==> images/zoom.png <==
Window x 35 to 60, y 16 to 41 um. Cells in grey, sequential cells in the stronger grey; small squares are vias.
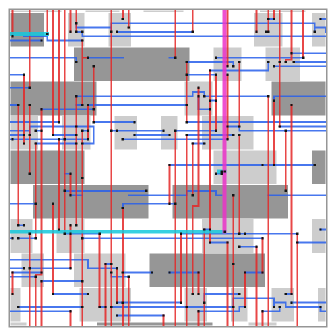
==> images/pins.png <==
Scale: 4 px per um. Pins as bars across the die edge, other pins in grey.
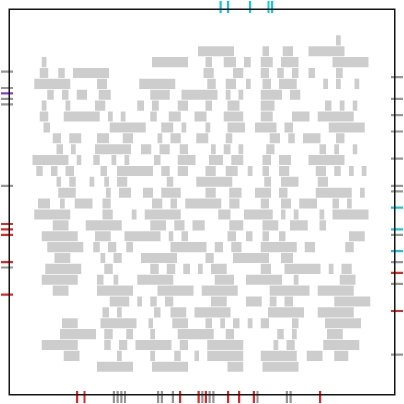
==> src/rtl/div_pkg.sv <==
// div_pkg: shared state encoding, default width and counter sizing for the sequential divider
package div_pkg;
    typedef enum logic [1:0] {IDLE, BUSY, DONE} state_t;
    localparam int DW_DEFAULT = 8;
    function automatic int clog2(input int n);
        return $clog2(n);
    endfunction
endpackage

==> src/rtl/unsigned_seq_divider_16x8_if.sv <==
// div_if: operand/result handshake bundle between the divider and its producer/consumer
interface div_if #(parameter int DW = div_pkg::DW_DEFAULT);
    logic in_valid, in_ready, out_valid, out_ready, div_zero;
    logic [2*DW-1:0] dividend, quotient;
    logic [DW-1:0] divisor, remainder;
    modport master (output in_valid, dividend, divisor, out_ready,
                    input in_ready, out_valid, quotient, remainder, div_zero);
    modport slave (input in_valid, dividend, divisor, out_ready,
                   output in_ready, out_valid, quotient, remainder, div_zero);
endinterface

==> src/rtl/div_restoring_step.sv <==
// div_restoring_step: one restoring-division iteration (shift in a dividend bit, conditionally subtract)
module div_restoring_step #(parameter int DW = 8) (
    input  logic [DW-1:0] r,
    input  logic          in_bit,
    input  logic [DW-1:0] divisor,
    output logic [DW-1:0] r_next,
    output logic          qbit
);
    logic [DW:0] t;
    always_comb begin
        t = {r, in_bit};
        qbit = t >= {1'b0, divisor};
        // the difference is below divisor, so it fits in DW bits
        r_next = qbit ? t[DW-1:0] - divisor : t[DW-1:0];
    end
endmodule

==> src/rtl/unsigned_seq_divider_16x8.sv <==
// unsigned_seq_divider_16x8: 2*DW / DW restoring divider, one quotient bit per clock.
// Define DIV_EARLY_OUT_EN to skip the high half when dividend[2*DW-1:DW] < divisor.
module unsigned_seq_divider_16x8 import div_pkg::*; #(parameter int DW = DW_DEFAULT) (
    input logic clk,
    input logic rst_n,
    div_if.slave bus
);
    localparam int CW = clog2(2*DW);
    state_t state, state_n;
    logic load, dz, qbit, early;
    logic [2*DW-1:0] a_q, q;
    logic [DW-1:0] b_q, r, r_next;
    logic [CW-1:0] cnt;

`ifdef DIV_EARLY_OUT_EN
    assign early = a_q[2*DW-1:DW] < b_q;
`else
    assign early = 1'b0;
`endif

    div_restoring_step #(.DW(DW)) u_step (
        .r(r), .in_bit(q[2*DW-1]), .divisor(b_q), .r_next(r_next), .qbit(qbit)
    );

    always_ff @(posedge clk or negedge rst_n)
        if (!rst_n) state <= IDLE;
        else state <= state_n;

    always_comb begin
        state_n = state;
        if (state == IDLE && bus.in_valid) state_n = BUSY;
        if (state == BUSY && !load && cnt == '0) state_n = DONE;
        if (state == DONE && bus.out_ready) state_n = IDLE;
        bus.in_ready = state == IDLE;
        bus.out_valid = state == DONE;
    end

    // operands are latched on accept and expanded into the iteration registers one cycle later
    always_ff @(posedge clk or negedge rst_n) begin
        if (!rst_n) begin
            load <= 1'b0;
            dz <= 1'b0;
            a_q <= '0;
            b_q <= '0;
            q <= '0;
            r <= '0;
            cnt <= '0;
        end else if (state == IDLE && bus.in_valid) begin
            a_q <= bus.dividend;
            b_q <= bus.divisor;
            load <= 1'b1;
        end else if (state == BUSY && load) begin
            load <= 1'b0;
            dz <= b_q == '0;
            if (b_q == '0) begin
                q <= '1;
                r <= a_q[DW-1:0];
                cnt <= '0;
            end else if (early) begin
                q <= {a_q[DW-1:0], {DW{1'b0}}};
                r <= a_q[2*DW-1:DW];
                cnt <= CW'(DW-1);
            end else begin
                q <= a_q;
                r <= '0;
                cnt <= CW'(2*DW-1);
            end
        end else if (state == BUSY) begin
            if (!dz) begin
                q <= {q[2*DW-2:0], qbit};
                r <= r_next;
            end
            cnt <= cnt - 1'b1;
        end
    end

    assign bus.quotient = q;
    assign bus.remainder = r;
    assign bus.div_zero = dz;
endmodule
==> src/flat_wrapper.sv <==
// flat-port wrapper written by rule: the top's interface ports become plain ports
module unsigned_seq_divider_16x8_flat import div_pkg::*;
#(parameter int DW = DW_DEFAULT)
  (clk, rst_n, bus_in_valid, bus_dividend, bus_divisor, bus_out_ready, bus_in_ready, bus_out_valid, bus_quotient, bus_remainder, bus_div_zero);
  div_if #(.DW(DW)) bus_i ();
  input logic clk;
  input logic rst_n;
  input wire logic [$bits(bus_i.in_valid)-1:0] bus_in_valid;
  input wire logic [$bits(bus_i.dividend)-1:0] bus_dividend;
  input wire logic [$bits(bus_i.divisor)-1:0] bus_divisor;
  input wire logic [$bits(bus_i.out_ready)-1:0] bus_out_ready;
  output wire logic [$bits(bus_i.in_ready)-1:0] bus_in_ready;
  output wire logic [$bits(bus_i.out_valid)-1:0] bus_out_valid;
  output wire logic [$bits(bus_i.quotient)-1:0] bus_quotient;
  output wire logic [$bits(bus_i.remainder)-1:0] bus_remainder;
  output wire logic [$bits(bus_i.div_zero)-1:0] bus_div_zero;
  assign bus_i.in_valid = bus_in_valid;
  assign bus_i.dividend = bus_dividend;
  assign bus_i.divisor = bus_divisor;
  assign bus_i.out_ready = bus_out_ready;
  assign bus_in_ready = bus_i.in_ready;
  assign bus_out_valid = bus_i.out_valid;
  assign bus_quotient = bus_i.quotient;
  assign bus_remainder = bus_i.remainder;
  assign bus_div_zero = bus_i.div_zero;
  unsigned_seq_divider_16x8 #(.DW(DW)) u_core (.clk(clk), .rst_n(rst_n), .bus(bus_i));
endmodule
==> config.mk <==
export PLATFORM = sky130hd
export DESIGN_NAME = unsigned_seq_divider_16x8_flat
export DESIGN_NICKNAME = d
export VERILOG_FILES = /design/src/rtl/div_pkg.sv /design/src/rtl/unsigned_seq_divider_16x8_if.sv /design/src/rtl/div_restoring_step.sv /design/src/rtl/unsigned_seq_divider_16x8.sv /design/src/flat_wrapper.sv
export SDC_FILE = /design/constraint.sdc
export NUM_CORES = 1
export LEC_CHECK = 0
export CELL_PAD_IN_SITES_DETAIL_PLACEMENT = 2
export CELL_PAD_IN_SITES_GLOBAL_PLACEMENT = 2
export CORE_MARGIN = 5
export CORE_UTILIZATION = 39
export CTS_CLUSTER_DIAMETER = 30
export CTS_CLUSTER_SIZE = 16
export DETAILED_ROUTE_END_ITERATION = 12
export DONT_BUFFER_PORTS = 1
export PLACE_DENSITY = 0.8
export SYNTH_ARGS = -nofsm -noshare
export SYNTH_HDL_FRONTEND = slang
export SYNTH_SLANG_ARGS = --single-unit
==> constraint.sdc <==
create_clock -name clk -period 2.48 [get_ports clk]
set_input_delay 0.248 -clock clk [delete_from_list [all_inputs] [get_ports clk]]
set_output_delay 0.248 -clock clk [all_outputs]
set_load 0.02 [all_outputs]
==> job_summary.md <==
## PnR job results

| Metric | Value |
|---|---|
| Post-Syn Area | 2880 um2 |
| # diodes | 0 |
| Nets | 330 |
| Crit path DAT | 2490 ps |
| Main flop type | dfrtp_1 |
| Floorplan core density | 0.400 |
| Synth flops | 56 |
| EDFF count, synth | 0 |
| Final Cycle Share | 0.904 |
| Post-synthesis net count | 323 |
| Row Count | 31 |
| Largest net degree at the start of global routing | 57 |
| R2R cell count | 6 |
| # fillers | 788 |
| Final HPWL from detailed placement | 6160 um |
| First-pass DRT Iterations | 4 |
| GRT met2 Usage | 0.347 |
| GR Util met1 | 0.236 |
| CTS tree | yes |
| Leakage | 0.00138 uW |
| Slew margin rel. | 0.697 |
| Post-synthesis sequential area ratio | 0.486 |
| Peak VDD IR | 0.000531 V |
| Layout area overhead | 9.33% |
| Slew Limit Fails | 0 |
| WP data required | 2730 ps |
| Reg2Reg Setup Slack | 240 ps |
| Total Wirelength | 8230 um |
| Final hold violations | 0 |
| DIE AREA | 9220 um2 |
| DRT iter0 DRCs | 44 |
| Utilization after layout | 0.437 |
| Post-synth ARST share | 1.00 |
| Synth Warn # | 0 |
| Kind of critical path | reg -> reg |
| Clock skew | 9.28 ps |
| Worst hold endpoint | u_core.b_q[2]$_DFFE_PN0P_ |
| Gr ovfl total | 0 |
| Syn Inst Count | 284 |
| Max stage delay on crit path | 500 ps |
| Die H | 96.0 um |
| # setup viols final | 0 |
| Syn avg cell area | 10.2 um2 |
| YS chip area | 2880 um2 |
| Final min period | 2240 ps |
| GRT busiest layer | met2 |
| Origin of the critical flop-to-flop path | u_core.bus.remainder[6]$_DFFE_PN0P_ |
| IO Pins | 55 |
| Crit path capture type | flip-flop |
| Top cell type's share of synthesized area | 0.486 |
| Vias in the first global route | 2536 |
| Clk sinks | 56 |
| Cell count of the worst hold path | 2 |
| Vias | 2208 |
| Ys cells | 284 |
| Clock Latency Late Sink | 320 ps |
| Fmax | 446 MHz |
| Vias per cell | 5.65 |
| Status | finished clean |
| Max-cap check violation count | 0 |
| Top cells by count | 56 x dfrtp_1, 27 x nand2_1, 22 x o21ai_1, 16 x mux2_2 |
| H-Tree Depth | 2 |
| FF-to-FF End | u_core.bus.remainder[0]$_DFFE_PN0P_ |
| Total CTS buffers | 5 |
| Launch point of the worst path | u_core.bus.remainder[6]$_DFFE_PN0P_ |
| Tot GR Track Use | 0.194 |
| Fin Setup TNS | 0 ps |
| Initial antenna violation count | 1 |
| Placeable Area | 7210 um2 |
| PortBufs | 0 |
| Share of layout cells above drive strength 1 | 0.151 |
| Worst Tran Pin Value | 455 ps |
| HP Class | in -> reg |
| End of the critical path | u_core.bus.remainder[0]$_DFFE_PN0P_ |
| Crit path max fanout | 7 |
| RD Place Congestion | 0.784 |
| First-pass GRT wire length | 13500 um |
| Detail Route Antenna Nets | 0 |
| GR Util met3 | 0.0438 |
| Hold Path Origin | bus_divisor[2] |
| DR WL/cell | 21.0 um |
| Tool warnings | 27 |
| RSZ-0062 raised after global routing | no |
| Reg clk slew, reported paths | 100 ps |
| Die Wd | 96.0 um |
| Top-count cell post-synth | dfrtp_1 |
| Clk buf depth | 2 |
| Cell type with the largest total area | dfrtp_1 |
| Critical Path Start Type | flip-flop |
| Root Driver | clkbuf_8 |
Notes on zoom.png above:
[met4] magenta
[met3] cyan
[met1] blue
[met2] red
sequential cells in the window: 6
netlist names of flops here include: u_core.bus.quotient (4), u_core.a_q (2)
most frequent: o21ai_1 (7), dfrtp_1 (6), o22ai_1 (5)
cells with their middle in the window: 29

Notes on pins.png above:
[bus_remainder] cyan | pins: 8 | direction: output | edge: 5 top, 3 right
[bus_dividend] red | pins: 16 | direction: input | edge: 9 bottom, 5 left, 2 right
[bus_in_valid] purple | pins: 1 | direction: input | edge: left

## layout by cell type, fill, tap and decap left out, types with 2 or more instances in the layout
| master | count |
|---|---|
| dfrtp_1 | 56 |
| nand2_1 | 27 |
| o21ai_1 | 22 |
| mux2_2 | 16 |
| inv_1 | 15 |
| o22ai_1 | 15 |
| nor2_1 | 13 |
| o21ai_0 | 13 |
| a21oi_1 | 12 |
| buf_4 | 12 |
| ha_1 | 10 |
| a21o_1 | 7 |
| nand2b_1 | 5 |
| clkbuf_8 | 5 |
| nor2b_1 | 3 |
| a211oi_1 | 3 |
| o21a_1 | 3 |
| nand3_1 | 3 |
| mux2_1 | 3 |
| a22oi_1 | 3 |
| o21ai_2 | 2 |
| nor4_1 | 2 |
| or3_1 | 2 |
| nor3_1 | 2 |
| a31oi_1 | 2 |
| and3_1 | 2 |
| o311ai_1 | 2 |
| a221oi_1 | 2 |
| xnor2_1 | 2 |
| mux2i_1 | 2 |
## worst max-delay path: cells and delay by family (launching register included)
family | cells | cell delay [ps]
and+or+nand+nor | 1 | 230
adders and majority gates | 1 | 430
DFF | 1 | 500
AOI/OAI and AO/OA | 3 | 670
muxes | 1 | 340
## sequential cells by signal, summed over array words and instances (netlist names)
signal / flops
u_core.bus.div_zero: 1
u_core.a_q: 16
u_core.bus.remainder: 8
u_core.state: 2
u_core.load: 1
u_core.b_q: 8
u_core.bus.quotient: 16
u_core.cnt: 4
## through the flow
step / worst slack [ps] / cells / instance area, um2 / hold slack [ps] / total power (uW)
after global routing: 134 / 391 / 3150 / 47.2 / 6030
after global placement: 349 / 381 / 3030 / -45.5 / 4830
after floorplan: 421 / 284 / 2880 / -47.6 / 4140
final: 237 / 391 / 3150 / 47.1 / 5530
after detailed placement: 261 / 381 / 3030 / -45.8 / 5030
after CTS: 229 / 391 / 3150 / 36.5 / 5600
## layer usage
metal | vias up | wire length, um
met3 | 10 | 401
li1 | 1031 | -
met5 | - | 7
met2 | 45 | 4130
met1 | 1120 | 3580
met4 | 2 | 110
## cells by family after synthesis
logic type / share of synthesized area
multiplexers: 0.0811
AND/OR/NAND/NOR: 0.118
AND-OR/OR-AND: 0.210
XOR/XNOR: 0.00911
flip-flops: 0.486
buffers and inverters: 0.0455
adder cells (fa/ha/maj): 0.0503
## timing repair
action / in CTS / in global routing
gates resized: 0 / 0
hold buffers: 2 / 0
setup buffers: 0 / 0
hold endpoints to repair: 56 / 0
## report_power, final
| part | internal, uW | total, uW | switching (uW) |
|---|---|---|---|
| sequential | 1390 | 2000 | 615 |
| clock | 203 | 517 | 314 |
| combinational | 1280 | 3010 | 1740 |
## area by class of cell
type	instances	area (um2)	area share
flip-flops and latches	56	1400	0.444
multi-input cells	199	1360	0.431
repair buffers	14	128	0.0405
well taps	99	124	0.0393
clock buffers	6	72.6	0.0230
inverters	15	56.3	0.0179
clock inverters	2	13.8	0.00437
No activity file was given, so power comes from the tool's default toggle rates.
